<file path="config.mk">
export PLATFORM = sky130hd
export DESIGN_NAME = truth_table_sequencer
export DESIGN_NICKNAME = d
export VERILOG_FILES = /design/src/rtl/truth_table_sequencer.sv
export SDC_FILE = /design/constraint.sdc
export NUM_CORES = 1
export LEC_CHECK = 0
export ABC_AREA = 1
export CORE_AREA = 2 2 98 72
export DETAILED_ROUTE_END_ITERATION = 10
export DIE_AREA = 0 0 100 74
export GPL_TIMING_DRIVEN = 1
export SLEW_MARGIN = 20
export SYNTH_ARGS = -nofsm -noshare
export SYNTH_HDL_FRONTEND = slang
export SYNTH_SLANG_ARGS = --single-unit
</file>
<file path="constraint.sdc">
create_clock -name clk -period 1.98 [get_ports clk]
set_clock_uncertainty 0.15 [all_clocks]
set_input_delay 0.396 -clock clk [delete_from_list [all_inputs] [get_ports clk]]
set_output_delay 0.396 -clock clk [all_outputs]
set_load 0.02 [all_outputs]
</file>
<file path="src/rtl/truth_table_sequencer.sv">
// truth_table_sequencer: self-test controller for the two-input logic gate block.
// Sweeps {A,B} through 00,01,10,11, samples the eight gate outputs after a settle
// time, builds a 4-bit truth table per gate and compares it to the golden tables.
module truth_table_sequencer #(
    parameter int SETTLE_CYCLES = 2
) (
    input  logic        clk,
    input  logic        rst,
    input  logic        start,
    output logic        a_drv,
    output logic        b_drv,
    input  logic [7:0]  gate_in,
    output logic        busy,
    output logic        done,
    output logic [31:0] tt_out,
    output logic [7:0]  fail_mask,
    output logic        pass
);

    localparam int CW = $clog2(SETTLE_CYCLES + 1);
    localparam logic [CW-1:0] RELOAD = CW'(SETTLE_CYCLES - 1);
    // Golden nibbles, gate 7 down to gate 0: xnor, xor, nand, nor, not_b, not_a, or, and
    localparam logic [31:0] EXPECTED = 32'h967153E8;

    typedef enum logic [2:0] {
        IDLE,
        SETTLE,
        SAMPLE,
        CHECK,
        DONE
    } state_t;

    state_t        state;
    logic [1:0]    idx;
    logic [CW-1:0] cnt;
    logic [31:0]   sampled_tt;
    logic [7:0]    mismatch;

    // Truth table with the current gate outputs merged into column idx of every nibble
    always_comb begin
        sampled_tt = tt_out;
        for (int g = 0; g < 8; g++) begin
            sampled_tt[4*g + int'(idx)] = gate_in[g];
        end
    end

    // Per-gate comparison of the captured tables against the golden tables
    always_comb begin
        mismatch = '0;
        for (int g = 0; g < 8; g++) begin
            mismatch[g] = (tt_out[4*g +: 4] != EXPECTED[4*g +: 4]);
        end
    end

    // Sweep controller: state, operand drive, settle counter and registered results
    always_ff @(posedge clk) begin
        if (rst) begin
            state     <= IDLE;
            idx       <= '0;
            cnt       <= '0;
            a_drv     <= 1'b0;
            b_drv     <= 1'b0;
            busy      <= 1'b0;
            done      <= 1'b0;
            tt_out    <= '0;
            fail_mask <= '0;
            pass      <= 1'b0;
        end else begin
            done <= 1'b0;
            case (state)
                IDLE: begin
                    if (start) begin
                        tt_out         <= '0;
                        fail_mask      <= '0;
                        pass           <= 1'b0;
                        idx            <= '0;
                        cnt            <= RELOAD;
                        {a_drv, b_drv} <= 2'b00;
                        busy           <= 1'b1;
                        state          <= SETTLE;
                    end
                end
                SETTLE: begin
                    if (cnt == '0) begin
                        state <= SAMPLE;
                    end else begin
                        cnt <= cnt - CW'(1);
                    end
                end
                SAMPLE: begin
                    tt_out <= sampled_tt;
                    if (idx == 2'd3) begin
                        {a_drv, b_drv} <= 2'b00;
                        state          <= CHECK;
                    end else begin
                        idx            <= idx + 2'd1;
                        cnt            <= RELOAD;
                        {a_drv, b_drv} <= idx + 2'd1;
                        state          <= SETTLE;
                    end
                end
                CHECK: begin
                    fail_mask <= mismatch;
                    pass      <= ~|mismatch;
                    done      <= 1'b1;
                    state     <= DONE;
                end
                DONE: begin
                    busy  <= 1'b0;
                    state <= IDLE;
                end
                default: begin
                    state <= IDLE;
                end
            endcase
        end
    end

endmodule

</file>
==> run summary, run 1 <==
Figures from the flow reports.

Yosys:
- Synthesis produced 296 cells.
- The run gives the number of warnings reported in the yosys synthesis log as 0.
- The run puts the number of enable-type register cells in the synthesized netlist at 0.
- The run gives the synthesized area per cell as 7.40 um2.
- The run gives the share of flip-flops with an asynchronous set or reset as 0.
- Summing every instance area after synthesis gives 2190 um2.
- The run puts the synthesized net count at 312.
- In the synthesized netlist, the dominant kind of combinational cell is simple AND/OR/NAND/NOR gates.
- The share of synthesized area in the top cell type comes to 0.475.
- The run puts the sequential share of the synthesized area at 0.475.
- The run gives the mux share of post-synthesis cell area as 0.
- The cell-mix breakdown from Yosys lists the simple-gate area share as 0.285.
- The run gives the synthesized-area fraction occupied by adder cells as 0.0286.
- By area the synthesized netlist is led by dfxtp_1, nand2_1, a21oi_1.
- The cell type that accounts for the most area after synthesis is dfxtp_1.
- The run gives the count of distinct cell types in the synthesized netlist as 19.

Placed design:
- The run gives the instance area after placement as 2840 um2.
- The run gives the sum of net half-perimeters after detailed placement as 4450 um.
- The run gives the final weighted congestion in routability-driven placement as 0.805.
- The run puts the number of port buffers at 55.

Pwr:
- The run gives the part of the total power dissipated in combinational logic as 0.139.
- The run puts the total net switching power at 0.559 mW.
- The run puts the worst voltage drop across the vdd grid at 295 uV.
- Of the total power, the share spent switching nets is 0.256.
- The run gives the internal power of the cells as 1.62 mW.
- The run gives the leakage power figure as 1.09 nW.
- Of the total power, registers draw 0.500.
- The run puts the total power consumption of the routed design at 2.18 mW.

Final timing:
- Setup repair after global routing left no endpoint under its margin.
- The run puts the final max-slew violation count at 0.
- The run puts the setup TNS at 0 ps.
- The run gives the count of endpoints failing setup in the final report as 0.
- The run puts the worst-margin pin slew at 488 ps.
- Once routing completed, OpenROAD measured the worst setup slack at 109 ps.
- The tightest hold path in the finished design has a slack of 321 ps.
- The run puts the minimum period implied by the final worst setup slack at 1870 ps.
- The run puts the number of endpoints with negative hold slack in the final report at 0.

Cells and area:
- In the final layout, the share of cells above drive strength 1 is 0.0678.
- The run gives the final-stage net count as 369.
- The run gives the number of standard cells in the final layout excluding fillers as 435.
- Once layout is complete, the utilization of the core stands at 0.456.
- The run puts the number of antenna repair diodes at 0.
- The run gives the finished layout cell area as 2970 um2.

CTS:
- The run puts the number of levels in the clock H-tree at 2.
- The run gives the count of clock tree sinks as 52.
- In this run the clock root is driven by a clkbuf_8.
- Looking at the worst setup and hold paths, the clock pins of their registers show a slew of 90 ps.
- The run puts the post-cts sizing count at 0.
- The run gives the number of buffers created by CTS as 5.
- TritonCTS built the clock tree.

Min path:
- For hold timing, the worst endpoint is a_drv.
- The type recorded for the worst min-delay path is reg2reg.
- The launch point of the worst min-delay path is recorded as a_drv.
- The number of cells on the worst hold path is listed as 2.

Worst setup path:
- STA classifies the critical path endpoint as an output pin.
- Max fanout on the critical path was recorded as 3.
- The run puts the delay of the slowest cell on the worst path at 630 ps.
- The run puts the buffer and inverter count on the worst path at 1.
- The run gives the worst-path cell with the longest stage delay as clkdlybuf4s50_1.
- The worst setup path is launched from a flip-flop.
- STA lists the startpoint of the worst register-to-register path as idx[0].

Outcome:
- The run finished with clean final reports.

Route:
- The run gives the via-per-instance ratio as 4.82.
- The run puts the number of violations reported at the end of detailed-routing iteration 0 at 131.
- The routed design shows a wire length per standard cell of 14.1 um.
- In the detailed route, the total length drawn on met2 is 2510 um.
- The run gives the total wire length after detailed routing as 6140 um.
- The run puts the remaining number of nets flagged by the antenna check after routing at 0.
- The run gives the detailed-route via count as 2098.
- The run puts the number of DRC violations after detailed routing at 0.
- The run gives the number of optimization iterations in the first detailed-route pass as 4.
- The run puts the met3 routed wirelength at 507 um.

Floorplan:
- From bottom edge to top edge, the die measures 74 um.
- The run gives the total die size as 7400 um2.
- The core region is 6510 um2.
- For this design the top-level I/O count stands at 56.
- The horizontal die dimension reported for this design is 100 um.

Global route:
- The run puts the fraction of met3 tracks used by global routing at 0.0404.
- The first global-routing pass estimated 9910 um of wire.
- The run puts the global route total overflow at 0.
- The run puts the met1 layer usage reported by global route at 0.266.
- Entering global routing, the biggest net connects 29 pins.

Job:
- The run puts the count of maximum capacitance violations at 0.
[run 1: power by group through the flow]
stage / Combinational (mW) / Sequential (mW) / Clock [mW]
floorplan: 0.174 / 1.13 / 0
global placement: 0.302 / 1.12 / 0
detailed placement: 0.304 / 1.12 / 0
finish: 0.304 / 1.09 / 0.789
global route: 0.340 / 1.10 / 0.845
CTS: 0.304 / 1.09 / 0.804
[run 1: placed cells by master (no fill, tap or decap), drive strengths merged]
cell / instances
nand2: 78
clkdlybuf4s50: 55
dfxtp: 52
a21oi: 45
nand3: 36
inv: 31
nor2: 22
o21ai: 7
clkbuf: 7
buf: 7
ha: 5
nand4: 4
o31ai: 1
nor3b: 1
nor3: 1
or2: 1
bufinv: 1
[run 1: worst reg2reg max path, cell delays in order, from the launching register on]
cell     delay [ps]
dfxtp_1         390
inv_1           100
ha_1            370
a21oi_2         480
nand2_1         120
a21oi_1         140
[run 1: sequential cells by signal, indices dropped and copies added (netlist names)]
register   cells
tt_out        32
fail_mask      8
state          3
cnt            2
idx            2
a_drv          1
b_drv          1
busy           1
done           1
pass           1
[run 1: how the worst max path moves through the flow]
| stage | start | end | slack (ps) | depth (start not counted) |
|---|---|---|---|---|
| final | tt_out[8] | tt_out[8] | 110 | 1 |
| after global routing | idx[0] | tt_out[14] | 40 | 5 |
| after CTS | tt_out[29] | tt_out[29] | 90 | 1 |
| after detailed placement | start | tt_out[6] | 30 | 7 |
| after global placement | start | tt_out[14] | 30 | 7 |
| after floorplan | idx[0] | tt_out[10] | 520 | 6 |
[run 1: layout make-up]
class | instances | area, um2
fillers | 660 | 3540
flip-flops and latches | 52 | 1040
multi-input cells | 201 | 965
repair buffers | 62 | 616
inverters | 31 | 116
well taps | 81 | 101
clock buffers | 7 | 96.3
clock inverters | 1 | 30.0
==> run_1/met2.png <==
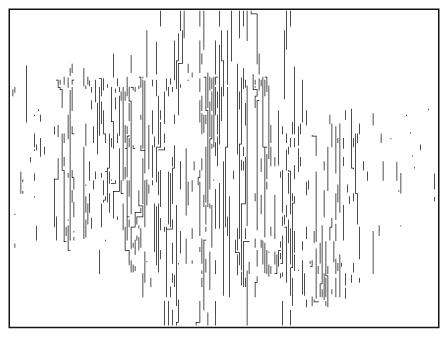
longest straight run: 35.0 um
main direction: vertical

==> run_1/cell_classes.png <==
The bar under the picture is 20 um long. Fill, decap, tap and diode cells in grey.
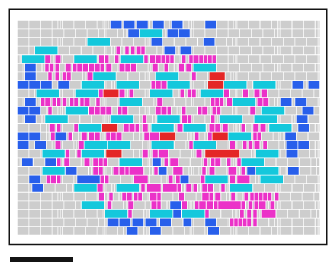
[clock drivers and dummy loads] red | cells: 8
[all other logic] magenta | cells: 232
[flip-flops] cyan | cells: 52
[other buffers and delay cells] blue | cells: 62

==> run_1/gate_families.png <==
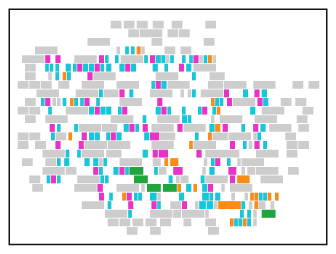
[NOR gates] orange | cells: 24
[adder and majority cells] green | cells: 5 | where: bottom centre
[NAND gates] cyan | cells: 118
[inverting AOI/OAI gates] magenta | cells: 53

==> run_1/drive_strength.png <==
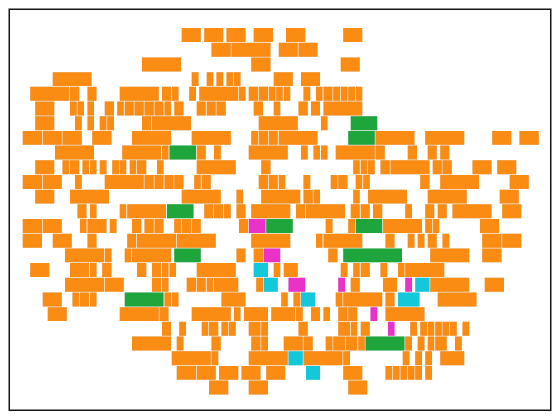

==> run 2: changes to the inputs <==
- PLACE_DENSITY_LB_ADDON: not set -> 0.05
==> run_2/drive_strength.png <==
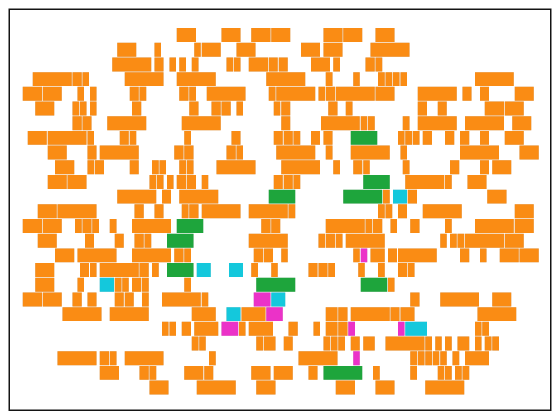
[drive 1 or less] orange | cells: 330 | most used: nand2_1
[drive 2] magenta | cells: 7 | most used: inv_2
[drive 6 and up] green | cells: 10 | most used: clkbuf_8
[drive 3 to 4] cyan | cells: 7 | most used: buf_4

==> run_2/gate_families.png <==
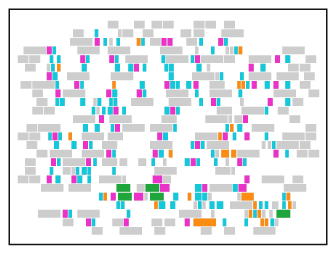
[NOR gates] orange | cells: 24
[inverting AOI/OAI gates] magenta | cells: 53
[adder and majority cells] green | cells: 5 | where: bottom centre
[NAND gates] cyan | cells: 118 | where: all over the die

==> run_2/met2.png <==
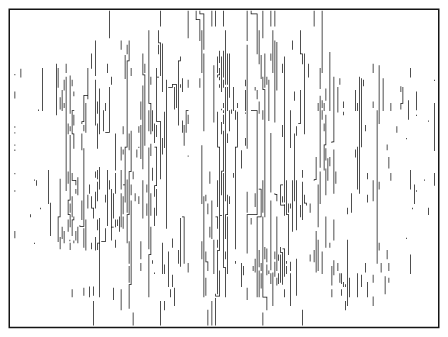
wire length on this layer: 2560 um
longest straight run: 35.7 um
share of all routed wire: 40%
nets with wire on the layer: 272
main direction: vertical

==> run summary, run 2 <==
Figures from the flow reports.

Cells and area:
- Per the cell usage report, the commonest logic cells after layout are nand2_1, clkdlybuf4s50_1, dfxtp_1.
- The run puts the number of antenna repair diodes at 0.
- The run gives the leading cell type in the layout, fill and taps excluded as nand2_1.
- The run gives the fraction of final layout cells with drive strength greater than 1 as 0.0678.
- The largest register by flop count is tt_out.
- The run puts the number of flip-flops in the largest register at 32.
- The run puts the finished layout cell area at 2960 um2.
- The largest registers in the layout are tt_out (32), fail_mask (8), state (3).
- The run puts the final-layout fill cell count at 666.
- The run gives the final-stage net count as 370.

Placed design:
- Detailed placement finished with a half-perimeter wire length of 4460 um.
- The run puts the final weighted congestion in routability-driven placement at 0.763.
- The run puts the number of port buffers at 55.
- The post-placement cell area is 2860 um2.

Worst setup path:
- The signal on the critical path passes through clkdlybuf4s50_1.
- The run gives the launching element type of the critical path as a flip-flop.
- STA classifies the critical path endpoint as an output pin.
- Among all stages on the critical path, the largest delay is contributed by clkdlybuf4s50_1.
- Per the timing report, the biggest fanout along the worst path comes to 3.
- The longest incremental delay of any stage on the critical path is reported as 620 ps.

CTS:
- The tree built by TritonCTS fans out to 52 sinks.
- The timing report gives the clock slew at the launch and capture registers of the worst setup and hold paths as 100 ps.
- The run gives the number of levels in the clock H-tree as 2.
- Looking at the clock tree report, the root buffer type is clkbuf_8.
- The run gives the post-cts sizing count as 0.
- TritonCTS built the clock tree.
- Clock tree synthesis inserted a total of 5 buffers.

Floorplan:
- The run gives the boundary pin count as 56.
- The floorplan step set the die width to 100 um.
- The run gives the y dimension of the die as 74 um.
- The run gives the placeable core region as 6510 um2.
- The run gives the total die size as 7400 um2.

Route:
- The run puts the detailed-route via count at 2088.
- The run gives the total wire length after detailed routing as 6350 um.
- In this run the remaining antenna-violating nets after routing total 0.
- The run puts the via-per-instance ratio at 4.80.
- The run gives the mean routed wirelength per cell as 14.6 um.
- The run gives the number of violations reported at the end of detailed-routing iteration 0 as 100.
- The run gives the number of DRC violations after detailed routing as 0.
- The first TritonRoute pass finished after 4 iterations.

Pwr:
- The run gives the leakage power figure as 1.09 nW.
- Internal power comes to 1.50 mW.
- The worst-case IR drop observed on VDD is 251 uV.
- The switching portion of total power comes to 0.273.
- The share of total power dissipated in combinational logic is 0.157.
- The run puts the power share of the sequential group at 0.527.

Yosys:
- The cell type that accounts for the most area after synthesis is dfxtp_1.
- The mapped netlist covers 2190 um2.
- The run puts the area share of the leading cell type in the synthesized netlist at 0.475.
- After synthesis the netlist holds a flip-flop and latch count of 52.
- The share of the Yosys chip area taken by registers is 0.475.
- The run gives the number of enable-type register cells in the synthesized netlist as 0.
- The run gives the synthesized net count as 312.
- After synthesis, the mean cell area works out to 7.40 um2.
- The synthesis report lists the Yosys warning total as 0.
- The run puts the count of distinct cell types in the synthesized netlist at 19.
- Counting flops with an async set or reset pin after synthesis yields a share of 0.
- Synthesis produced 296 cells.
- Sorting the synthesized cells by area gives the leading types as dfxtp_1, nand2_1, a21oi_1.

Job:
- The stage logs contain a warning count of 29.
- The run puts the count of maximum capacitance violations at 0.

Global route:
- The run puts the largest net degree at the start of global routing at 41.
- Global routing finished with a remaining overflow of 0.
- The run gives the first-pass GRT wire length as 10100 um.

Outcome:
- The flow ran to the end, and the final reports show no timing, DRC or antenna violations.

Final timing:
- The run puts the number of endpoints with negative hold slack in the final report at 0.
- The run puts the maximum clock frequency at 537 MHz.
- The run puts the setup TNS at 0 ps.
- Counting pins that exceed their max-slew limit in the final report gives 0.
- The pin closest to its max-slew limit shows a slew of 453 ps.
- The run gives the count of endpoints failing setup in the final report as 0.
- Hold is met by 320 ps.
- Setup repair after global routing left no endpoint under its margin.

Min path:
- The run gives the kind of path behind the tightest hold check as reg2reg.
[run 2: netlist changes by cell type in the layout (fill, tap and decap cells not counted), sizes merged]
cell    previous run  this run
buf                7         8
bufinv             1         0
[run 2: path summary, 6_finish.rpt]
kind	endpoint	cells after the start	from	slack (ps)
max	tt_out[31]	1	tt_out[31]	120
min	b_drv	2	b_drv	320
max reg2reg	tt_out[5]	6	state[0]	370
min reg2reg	b_drv	2	b_drv	320
[run 2: stage by stage]
stage / power [mW] / worst slack [ps] / util
after floorplan: 1.30 / 517 / -
after global placement: 1.44 / 102 / 0.439
after detailed placement: 1.44 / 63.0 / 0.439
after CTS: 2.09 / 112 / 0.454
after global routing: 2.16 / 57.2 / 0.454
final: 2.07 / 117 / 0.454
[run 2: cell families (layout without fill, tap and decap cells)]
logic type      after synthesis  after routing  share of synthesized area
simple gates                143            143                      0.285
flops                        52             52                      0.475
compound gates               53             53                      0.127
buf+inv                      43            101                     0.0840
fa+ha+maj                     5              5                     0.0286
[run 2: power by group through the flow]
stage / Combinational, mW / Sequential [mW] / Clock (mW)
floorplan: 0.174 / 1.13 / 0
global placement: 0.327 / 1.11 / 0
detailed placement: 0.325 / 1.12 / 0
CTS: 0.326 / 1.09 / 0.674
global route: 0.359 / 1.09 / 0.708
finish: 0.324 / 1.09 / 0.654
[run 2: area by class of cell]
type	count	area, um2	share of cell area
Multi-Input combinational cell	201	965	0.326
Tap cell	81	101	0.0343
Timing Repair Buffer	63	636	0.215
Sequential cell	52	1040	0.352
Inverter	31	116	0.0394
Clock buffer	7	96.3	0.0326
[run 2: routing by layer]
layer / share of wire / GRT usage / up-vias
li1: - / - / 1069
met1: 0.54 / 0.270 / 953
met2: 0.40 / 0.255 / 60
met3: 0.045 / 0.0395 / 6
met4: 0.0076 / 0.0457 / 0
met5: 0 / 0 / -
==> run 3: changes to the inputs <==
- SLEW_MARGIN: 20 -> not set
==> run_3/met2.png <==
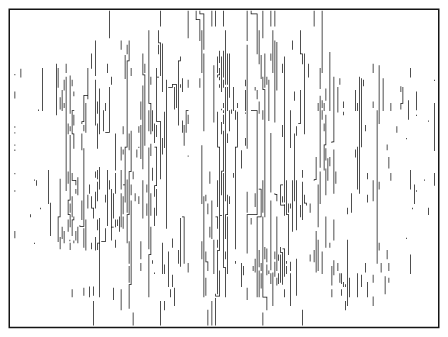
longest straight run: 35.7 um
share of all routed wire: 40%

==> run_3/cell_classes.png <==
The bar under the picture is 20 um long. Fill, decap, tap and diode cells in grey.
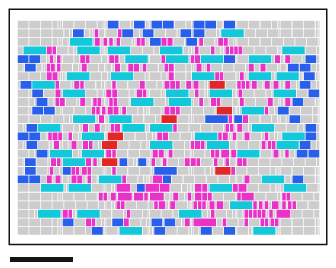
[flip-flops] cyan | cells: 52
[other buffers and delay cells] blue | cells: 63
[clock drivers and dummy loads] red | cells: 7
[all other logic] magenta | cells: 232

==> run_3/final_clocks.png <==
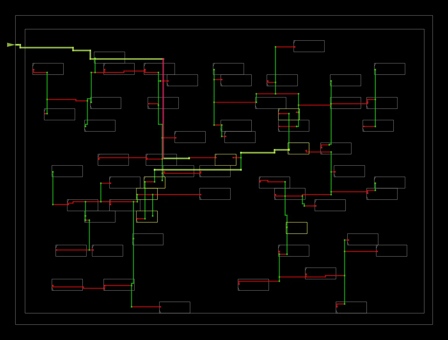
Clock Buffer Count: 7
power attributed to the clock group: 0.654 mW

==> run summary, run 3 <==
Figures from the flow reports.

Outcome:
- The flow ran to the end, and the final reports show no timing, DRC or antenna violations.

Yosys:
- The run puts the share of flip-flops with an asynchronous set or reset at 0.
- The run gives the area fraction in xor and xnor cells as 0.
- The run gives the synthesized net count as 312.
- The area fraction of the largest cell type after synthesis is 0.475.
- The cell type that accounts for the most area after synthesis is dfxtp_1.
- Synthesis instantiated 19 different standard cells from the library.
- After technology mapping, the gate count stands at 296.
- The run puts the mux share of post-synthesis cell area at 0.
- The run puts the cell area after synthesis at 2190 um2.

Route:
- The run gives the mean routed wirelength per cell as 14.6 um.
- Per the detail_route report, vias per standard cell equal 4.80.
- After the first detailed-routing iteration, the DRC count stood at 100.

Final timing:
- In the final report, the number of hold violations comes to 0.
- The run puts the count of endpoints failing setup in the final report at 0.
- Subtracting the final worst setup slack from the clock period gives 1860 ps.
- The run gives the setup TNS as 0 ps.
- The run puts the worst hold slack at 320 ps.
- The run gives the post-route worst setup slack as 117 ps.

Floorplan:
- The run gives the total die size as 7400 um2.
- For this design the top-level I/O count stands at 56.
- The run gives the placeable core region as 6510 um2.

Job:
- The run puts the number of warning messages in the logs at 29.

Placed design:
- The run puts the number of port buffers at 55.
- The run puts the instance area after placement at 2860 um2.

Worst setup path:
- STA classifies the critical path endpoint as an output pin.
- The run gives the delay of the slowest cell on the worst path as 620 ps.
- In this run the critical path is formed by clkdlybuf4s50_1.

Cells and area:
- The run puts the fraction of final layout cells with drive strength greater than 1 at 0.0678.
- The run puts the final core utilization at 0.454.
- The run gives the final-stage net count as 370.
- The run puts the finished layout cell area at 2960 um2.
- The run gives the number of antenna repair diodes as 0.

Global route:
- The run gives the highest-utilization routing layer at the global route stage as met1.
- Global routing finished with a remaining overflow of 0.
- met3 track demand over resource after global routing is 0.0395.
- The run gives the first-pass GRT wire length as 10100 um.

CTS:
- The tree is rooted in a clkbuf_8.
- The run puts the count of clock tree sinks at 52.
- Gates resized during post-CTS repair numbered 0.
- The run gives the CTS tree as yes.
- CTS built an H-tree with a depth of 2.

Pwr:
- The leakage component of the power was reported as 1.09 nW.
- The run gives the total power consumption of the routed design as 2.07 mW.
- The run puts the worst voltage drop across the vdd grid at 251 uV.

Min path:
- The path class of the tightest hold or removal check is reg2reg.
-- run 3: cell counts in the layout (fill, tap and decap cells not counted) --
No cell type changed its count.
-- run 3: per-layer routing --
layer  part of all wire  vias to the layer above  wire [um]
met5                  0                        -          0
met4             0.0076                        0         48
met3              0.045                        6        284
met2               0.40                       60       2560
met1               0.54                      953       3460
li1                   -                     1069          -
-- run 3: final timing paths --
| check | start | end | slack (ps) | depth (start not counted) |
|---|---|---|---|---|
| setup reg to reg | state[0] | tt_out[5] | 370 | 6 |
| hold reg to reg | b_drv | b_drv | 320 | 2 |
| setup / recovery | tt_out[31] | tt_out[31] | 120 | 1 |
| hold / removal | b_drv | b_drv | 320 | 2 |
-- run 3: power breakdown --
part / switching [mW] / internal [mW]
clock network: 0.342 / 0.312
logic: 0.203 / 0.121
registers: 0.0196 / 1.07
total: 0.565 / 1.50
-- run 3: final cells by class --
class                           count  area (um2)
Inverter                           31         116
Sequential cell                    52        1040
Tap cell                           81         101
Clock buffer                        7        96.3
Timing Repair Buffer               63         636
Fill cell                         666        3550
Multi-Input combinational cell    201         965
-- run 3: kinds of logic after synthesis --
kind of cell    after synthesis
fa+ha+maj                     5
simple gates                143
flops                        52
buf+inv                      43
compound gates               53
-- run 3: worst register-to-register path, delay by kind of cell (launching register included) --
kind | cells | cell delay, ps
AND-OR/OR-AND | 1 | 150
flip-flops | 1 | 380
buffers and inverters | 2 | 350
AND/OR/NAND/NOR | 3 | 510
Power figures rest on the tool's default switching activity, not on a simulated workload.
